congestion_map.png
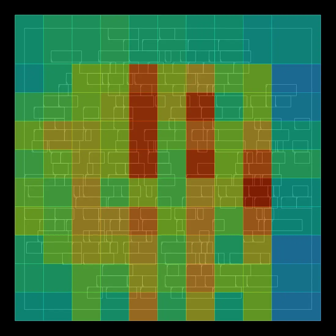
ff_map.png
The bar under the picture is 20 µm long.
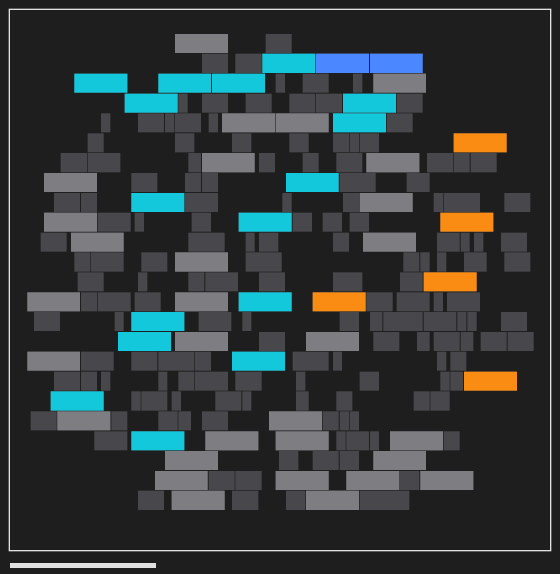
closeup.png
The bar under the picture is 10 µm long. Region (6, 6) to (31, 31) µm. Cells in gray, sequential cells in the stronger gray; small squares are vias.
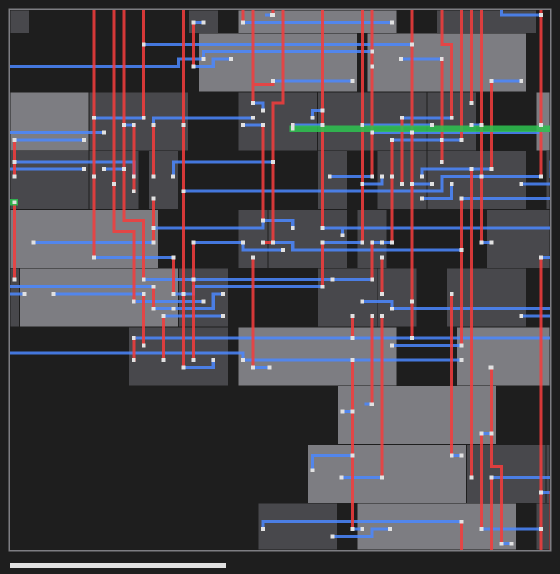
port_trees.png
The bar under the picture is 20 µm long.
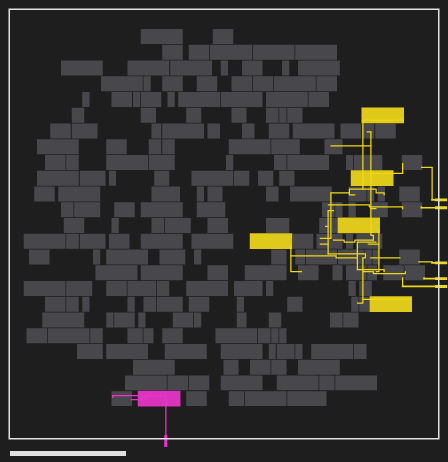
gates.png
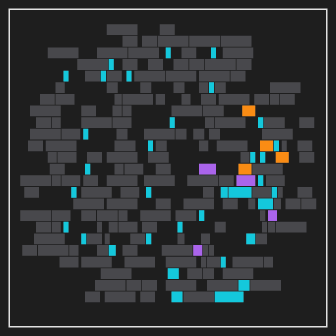
--- config.mk ---
export PLATFORM = sky130hd
export DESIGN_NAME = shift_latch_rx_flat
export DESIGN_NICKNAME = d
export VERILOG_FILES = /design/src/rtl/shift_latch_rx_pkg.sv /design/src/rtl/shift_latch_rx_if.sv /design/src/rtl/shift_latch_rx_sync_edge.sv /design/src/rtl/shift_latch_rx.sv /design/src/flat_wrapper.sv
export SDC_FILE = /design/constraint.sdc
export NUM_CORES = 1
export LEC_CHECK = 0
export ABC_AREA = 0
export CAP_MARGIN = 30
export CORE_MARGIN = 2
export CORE_UTILIZATION = 40
export CTS_BUF_LIST = sky130_fd_sc_hd__clkbuf_8 sky130_fd_sc_hd__clkbuf_16
export CTS_CLUSTER_DIAMETER = 40
export CTS_CLUSTER_SIZE = 12
export DETAILED_ROUTE_END_ITERATION = 10
export GPL_ROUTABILITY_DRIVEN = 0
export GPL_TIMING_DRIVEN = 1
export SYNTH_ARGS = -nofsm -noshare
export SYNTH_HDL_FRONTEND = slang
export SYNTH_HIERARCHICAL = 1
export SYNTH_SLANG_ARGS = --single-unit
--- constraint.sdc ---
create_clock -name i_CLK -period 2.4 [get_ports i_CLK]
set_input_delay 0.36 -clock i_CLK [delete_from_list [all_inputs] [get_ports i_CLK]]
set_output_delay 0.36 -clock i_CLK [all_outputs]
set_load 0.02 [all_outputs]
--- src/rtl/shift_latch_rx_pkg.sv ---
// Shared constants for the clocked serial-latch link: FSM encoding and count width.
package shift_latch_rx_pkg;

  typedef enum logic [1:0] {
    ST_IDLE    = 2'd0,
    ST_SHIFT   = 2'd1,
    ST_LATCHED = 2'd2
  } state_e;

  // Bit counter must hold 0..WIDTH+1 (WIDTH+1 marks an overrun).
  function automatic int unsigned count_width(input int unsigned width);
    return $clog2(width + 2);
  endfunction

endpackage

--- src/rtl/shift_latch_rx_if.sv ---
// Link lines into the receiver and the parallel word it presents.
interface shift_latch_rx_if #(
  parameter int unsigned WIDTH = 16
);
  import shift_latch_rx_pkg::*;

  localparam int unsigned CW = count_width(WIDTH);

  logic             i_PSCLK;
  logic             i_SerData;
  logic             i_Latch;
  logic [WIDTH-1:0] o_Data;
  logic             o_Valid;
  logic             o_FrameErr;
  logic [CW-1:0]    o_BitCount;

  modport slave (
    input  i_PSCLK, i_SerData, i_Latch,
    output o_Data, o_Valid, o_FrameErr, o_BitCount
  );

  modport master (
    output i_PSCLK, i_SerData, i_Latch,
    input  o_Data, o_Valid, o_FrameErr, o_BitCount
  );

endinterface

--- src/rtl/shift_latch_rx_sync_edge.sv ---
// Multi-stage synchroniser with registered rise/fall pulses; o_Sync is the level
// the pulses were derived from, so level and edges stay cycle-aligned.
module shift_latch_rx_sync_edge #(
  parameter int unsigned SYNC_STAGES = 2
) (
  input  logic i_CLK,
  input  logic i_SYS_RESET,
  input  logic i_Async,
  output logic o_Sync,
  output logic o_Rise,
  output logic o_Fall
);

  logic [SYNC_STAGES-1:0] r_sync;
  logic                   r_prev;
  logic                   r_rise;
  logic                   r_fall;
  logic                   w_cur;

  assign w_cur = r_sync[SYNC_STAGES-1];

  // Synchroniser chain is left free-running so reset cannot fake an edge.
  always_ff @(posedge i_CLK) begin
    r_sync <= {r_sync[SYNC_STAGES-2:0], i_Async};
  end

  always_ff @(posedge i_CLK) begin
    if (i_SYS_RESET) begin
      r_prev <= w_cur;
      r_rise <= 1'b0;
      r_fall <= 1'b0;
    end else begin
      r_prev <= w_cur;
      r_rise <= w_cur & ~r_prev;
      r_fall <= ~w_cur & r_prev;
    end
  end

  assign o_Sync = r_prev;
  assign o_Rise = r_rise;
  assign o_Fall = r_fall;

endmodule

--- src/rtl/shift_latch_rx.sv ---
// Receive end of the serial-latch link: deserialises one frame per latch strobe
// and publishes it only when exactly WIDTH bits arrived.
module shift_latch_rx
  import shift_latch_rx_pkg::*;
#(
  parameter int unsigned WIDTH       = 16,
  parameter int unsigned SYNC_STAGES = 2,
  parameter bit          LSB_FIRST   = 1'b0
) (
  input logic             i_CLK,
  input logic             i_SYS_RESET,
  shift_latch_rx_if.slave bus
);

  localparam int unsigned   CW       = count_width(WIDTH);
  localparam logic [CW-1:0] CNT_FULL = CW'(WIDTH);
  localparam logic [CW-1:0] CNT_MAX  = CW'(WIDTH + 1);

  logic w_sck_rise;
  logic w_dat;
  logic w_lat_lvl;
  logic w_lat_rise;
  logic w_lat_fall;
  logic w_unused_sck_sync;
  logic w_unused_sck_fall;
  logic w_unused_dat_rise;
  logic w_unused_dat_fall;

  shift_latch_rx_sync_edge #(.SYNC_STAGES(SYNC_STAGES)) u_sck (
    .i_CLK       (i_CLK),
    .i_SYS_RESET (i_SYS_RESET),
    .i_Async     (bus.i_PSCLK),
    .o_Sync      (w_unused_sck_sync),
    .o_Rise      (w_sck_rise),
    .o_Fall      (w_unused_sck_fall)
  );

  shift_latch_rx_sync_edge #(.SYNC_STAGES(SYNC_STAGES)) u_dat (
    .i_CLK       (i_CLK),
    .i_SYS_RESET (i_SYS_RESET),
    .i_Async     (bus.i_SerData),
    .o_Sync      (w_dat),
    .o_Rise      (w_unused_dat_rise),
    .o_Fall      (w_unused_dat_fall)
  );

  shift_latch_rx_sync_edge #(.SYNC_STAGES(SYNC_STAGES)) u_lat (
    .i_CLK       (i_CLK),
    .i_SYS_RESET (i_SYS_RESET),
    .i_Async     (bus.i_Latch),
    .o_Sync      (w_lat_lvl),
    .o_Rise      (w_lat_rise),
    .o_Fall      (w_lat_fall)
  );

  state_e           r_state, w_state_n;
  logic [WIDTH-1:0] r_shreg, w_shreg_n;
  logic [WIDTH-1:0] r_data, w_data_n;
  logic [CW-1:0]    r_count, w_count_n;
  logic             r_valid, w_valid_n;
  logic             r_ferr, w_ferr_n;
  logic             w_take_bit;
  logic [WIDTH-1:0] w_shifted;

  assign w_shifted = LSB_FIRST ? {w_dat, r_shreg[WIDTH-1:1]}
                               : {r_shreg[WIDTH-2:0], w_dat};

  always_ff @(posedge i_CLK) begin
    if (i_SYS_RESET) begin
      r_state <= ST_IDLE;
      r_shreg <= '0;
      r_data  <= '0;
      r_count <= '0;
      r_valid <= 1'b0;
      r_ferr  <= 1'b0;
    end else begin
      r_state <= w_state_n;
      r_shreg <= w_shreg_n;
      r_data  <= w_data_n;
      r_count <= w_count_n;
      r_valid <= w_valid_n;
      r_ferr  <= w_ferr_n;
    end
  end

  // A bit arriving together with the latch edge is shifted first, then the frame closes.
  always_comb begin
    w_state_n  = r_state;
    w_shreg_n  = r_shreg;
    w_data_n   = r_data;
    w_count_n  = r_count;
    w_valid_n  = 1'b0;
    w_ferr_n   = 1'b0;
    w_take_bit = 1'b0;

    case (r_state)
      ST_IDLE:  w_take_bit = w_sck_rise && (!w_lat_lvl || w_lat_rise);
      ST_SHIFT: w_take_bit = w_sck_rise;
      default:  w_take_bit = 1'b0;
    endcase

    if (w_take_bit) begin
      w_shreg_n = w_shifted;
      w_count_n = (r_count == CNT_MAX) ? CNT_MAX : r_count + CW'(1);
      if (r_state == ST_IDLE) w_state_n = ST_SHIFT;
    end

    if (r_state != ST_LATCHED && w_lat_rise) begin
      if (w_count_n == CNT_FULL) begin
        w_data_n  = w_shreg_n;
        w_valid_n = 1'b1;
      end else begin
        w_ferr_n = 1'b1;
      end
      w_shreg_n = '0;
      w_count_n = '0;
      w_state_n = ST_LATCHED;
    end

    if (r_state == ST_LATCHED && w_lat_fall) w_state_n = ST_IDLE;
  end

  assign bus.o_Data     = r_data;
  assign bus.o_Valid    = r_valid;
  assign bus.o_FrameErr = r_ferr;
  assign bus.o_BitCount = r_count;

endmodule

--- src/flat_wrapper.sv ---
// flat-port wrapper written by rule: the top's interface ports become plain ports
module shift_latch_rx_flat import shift_latch_rx_pkg::*;
#(
  parameter int unsigned WIDTH       = 16,
  parameter int unsigned SYNC_STAGES = 2,
  parameter bit          LSB_FIRST   = 1'b0
)
  (i_CLK, i_SYS_RESET, bus_i_PSCLK, bus_i_SerData, bus_i_Latch, bus_o_Data, bus_o_Valid, bus_o_FrameErr, bus_o_BitCount);
  shift_latch_rx_if #(.WIDTH(WIDTH)) bus_i ();
  input logic i_CLK;
  input logic i_SYS_RESET;
  input wire logic [$bits(bus_i.i_PSCLK)-1:0] bus_i_PSCLK;
  input wire logic [$bits(bus_i.i_SerData)-1:0] bus_i_SerData;
  input wire logic [$bits(bus_i.i_Latch)-1:0] bus_i_Latch;
  output wire logic [$bits(bus_i.o_Data)-1:0] bus_o_Data;
  output wire logic [$bits(bus_i.o_Valid)-1:0] bus_o_Valid;
  output wire logic [$bits(bus_i.o_FrameErr)-1:0] bus_o_FrameErr;
  output wire logic [$bits(bus_i.o_BitCount)-1:0] bus_o_BitCount;
  assign bus_i.i_PSCLK = bus_i_PSCLK;
  assign bus_i.i_SerData = bus_i_SerData;
  assign bus_i.i_Latch = bus_i_Latch;
  assign bus_o_Data = bus_i.o_Data;
  assign bus_o_Valid = bus_i.o_Valid;
  assign bus_o_FrameErr = bus_i.o_FrameErr;
  assign bus_o_BitCount = bus_i.o_BitCount;
  shift_latch_rx #(.WIDTH(WIDTH), .SYNC_STAGES(SYNC_STAGES), .LSB_FIRST(LSB_FIRST)) u_core (.i_CLK(i_CLK), .i_SYS_RESET(i_SYS_RESET), .bus(bus_i));
endmodule
==> job_summary.md <==
## Synthesis and layout report

| Metric | Value |
|---|---|
| Status | `finished, final reports clean` |
| Final setup margin | `0.352 ns` |
| Worst path slowest cell | `dfxtp_1` |
| Comb area share | `34.4%` |
| Worst-skew pair later-pin latency | `0.29 ns` |
| Reg-to-Reg Start | `u_core/bus.o_BitCount[1]$_SDFF_PP0_` |
| DR WL met3 | `148 µm` |
| Max incr delay on CP | `0.39 ns` |
| Critical Path Fanout Max | `18` |
| Clock group share of total power | `32.4%` |
| Crit end category | `flop` |
| Largest net degree at the start of global routing | `23` |
| Logic inverters | `2` |
| Sw Pwr | `313 µW` |
| TAP cells | `67` |
| Most frequent logic cells in the routed design | `dfxtp_1, clkdlybuf4s50_1, nor2_1` |
| Met2 Use GR | `25.8%` |
| Critical Path AT | `2.26 ns` |
| DP Area | `2290 µm²` |
| Worst reg-to-reg path cell count | `8` |
| Clk_buf instances | `5` |
| Min-delay worst type | `reg2reg` |
| Worst Skew | `0.00510 ns` |
| Die height | `73.9 µm` |
| Setup crit start kind | `flop` |
| Filler Cells Inserted | `428` |
| IO Pins | `28` |
| Worst Tran Pin Value | `0.327 ns` |
| Final wirelength | `3.85 mm` |
Back to the opening pictures, congestion_map.png:
overall routing resource usage: 15.7%
routed length per instance: 14.1 µm
met1 usage: 19.7%

Back to the opening pictures, ff_map.png:
name in the netlist	color	placed flops
u_core/r_shreg	cyan	16
u_core/bus.o_BitCount	orange	5
u_core/u_dat/r_sync	blue	2

Back to the opening pictures, closeup.png:
layer	color
M1	blue
M3	green
M2	red
cells with their middle in the window	30
netlist names of flops here include	u_core/r_shreg (3), u_core/bus.o_Data (2), u_core/u_lat/r_sync (2)
most frequent	dfxtp_1 (9), clkdlybuf4s50_1 (5), a31oi_1 (4)
sequential cells in the window	9

Back to the opening pictures, port_trees.png:
port	color	direction	edge	end cells	buffers	wire
bus_i_Latch	magenta	input	south	1	1	19.5 µm
bus_o_BitCount	yellow	output	east	5	5	208 µm

Back to the opening pictures, gates.png:
family	color	cells
and/or cells	purple	4
nor cells	cyan	34
xor and xnor cells	orange	4

No activity file was given, so power comes from the tool's default toggle rates.
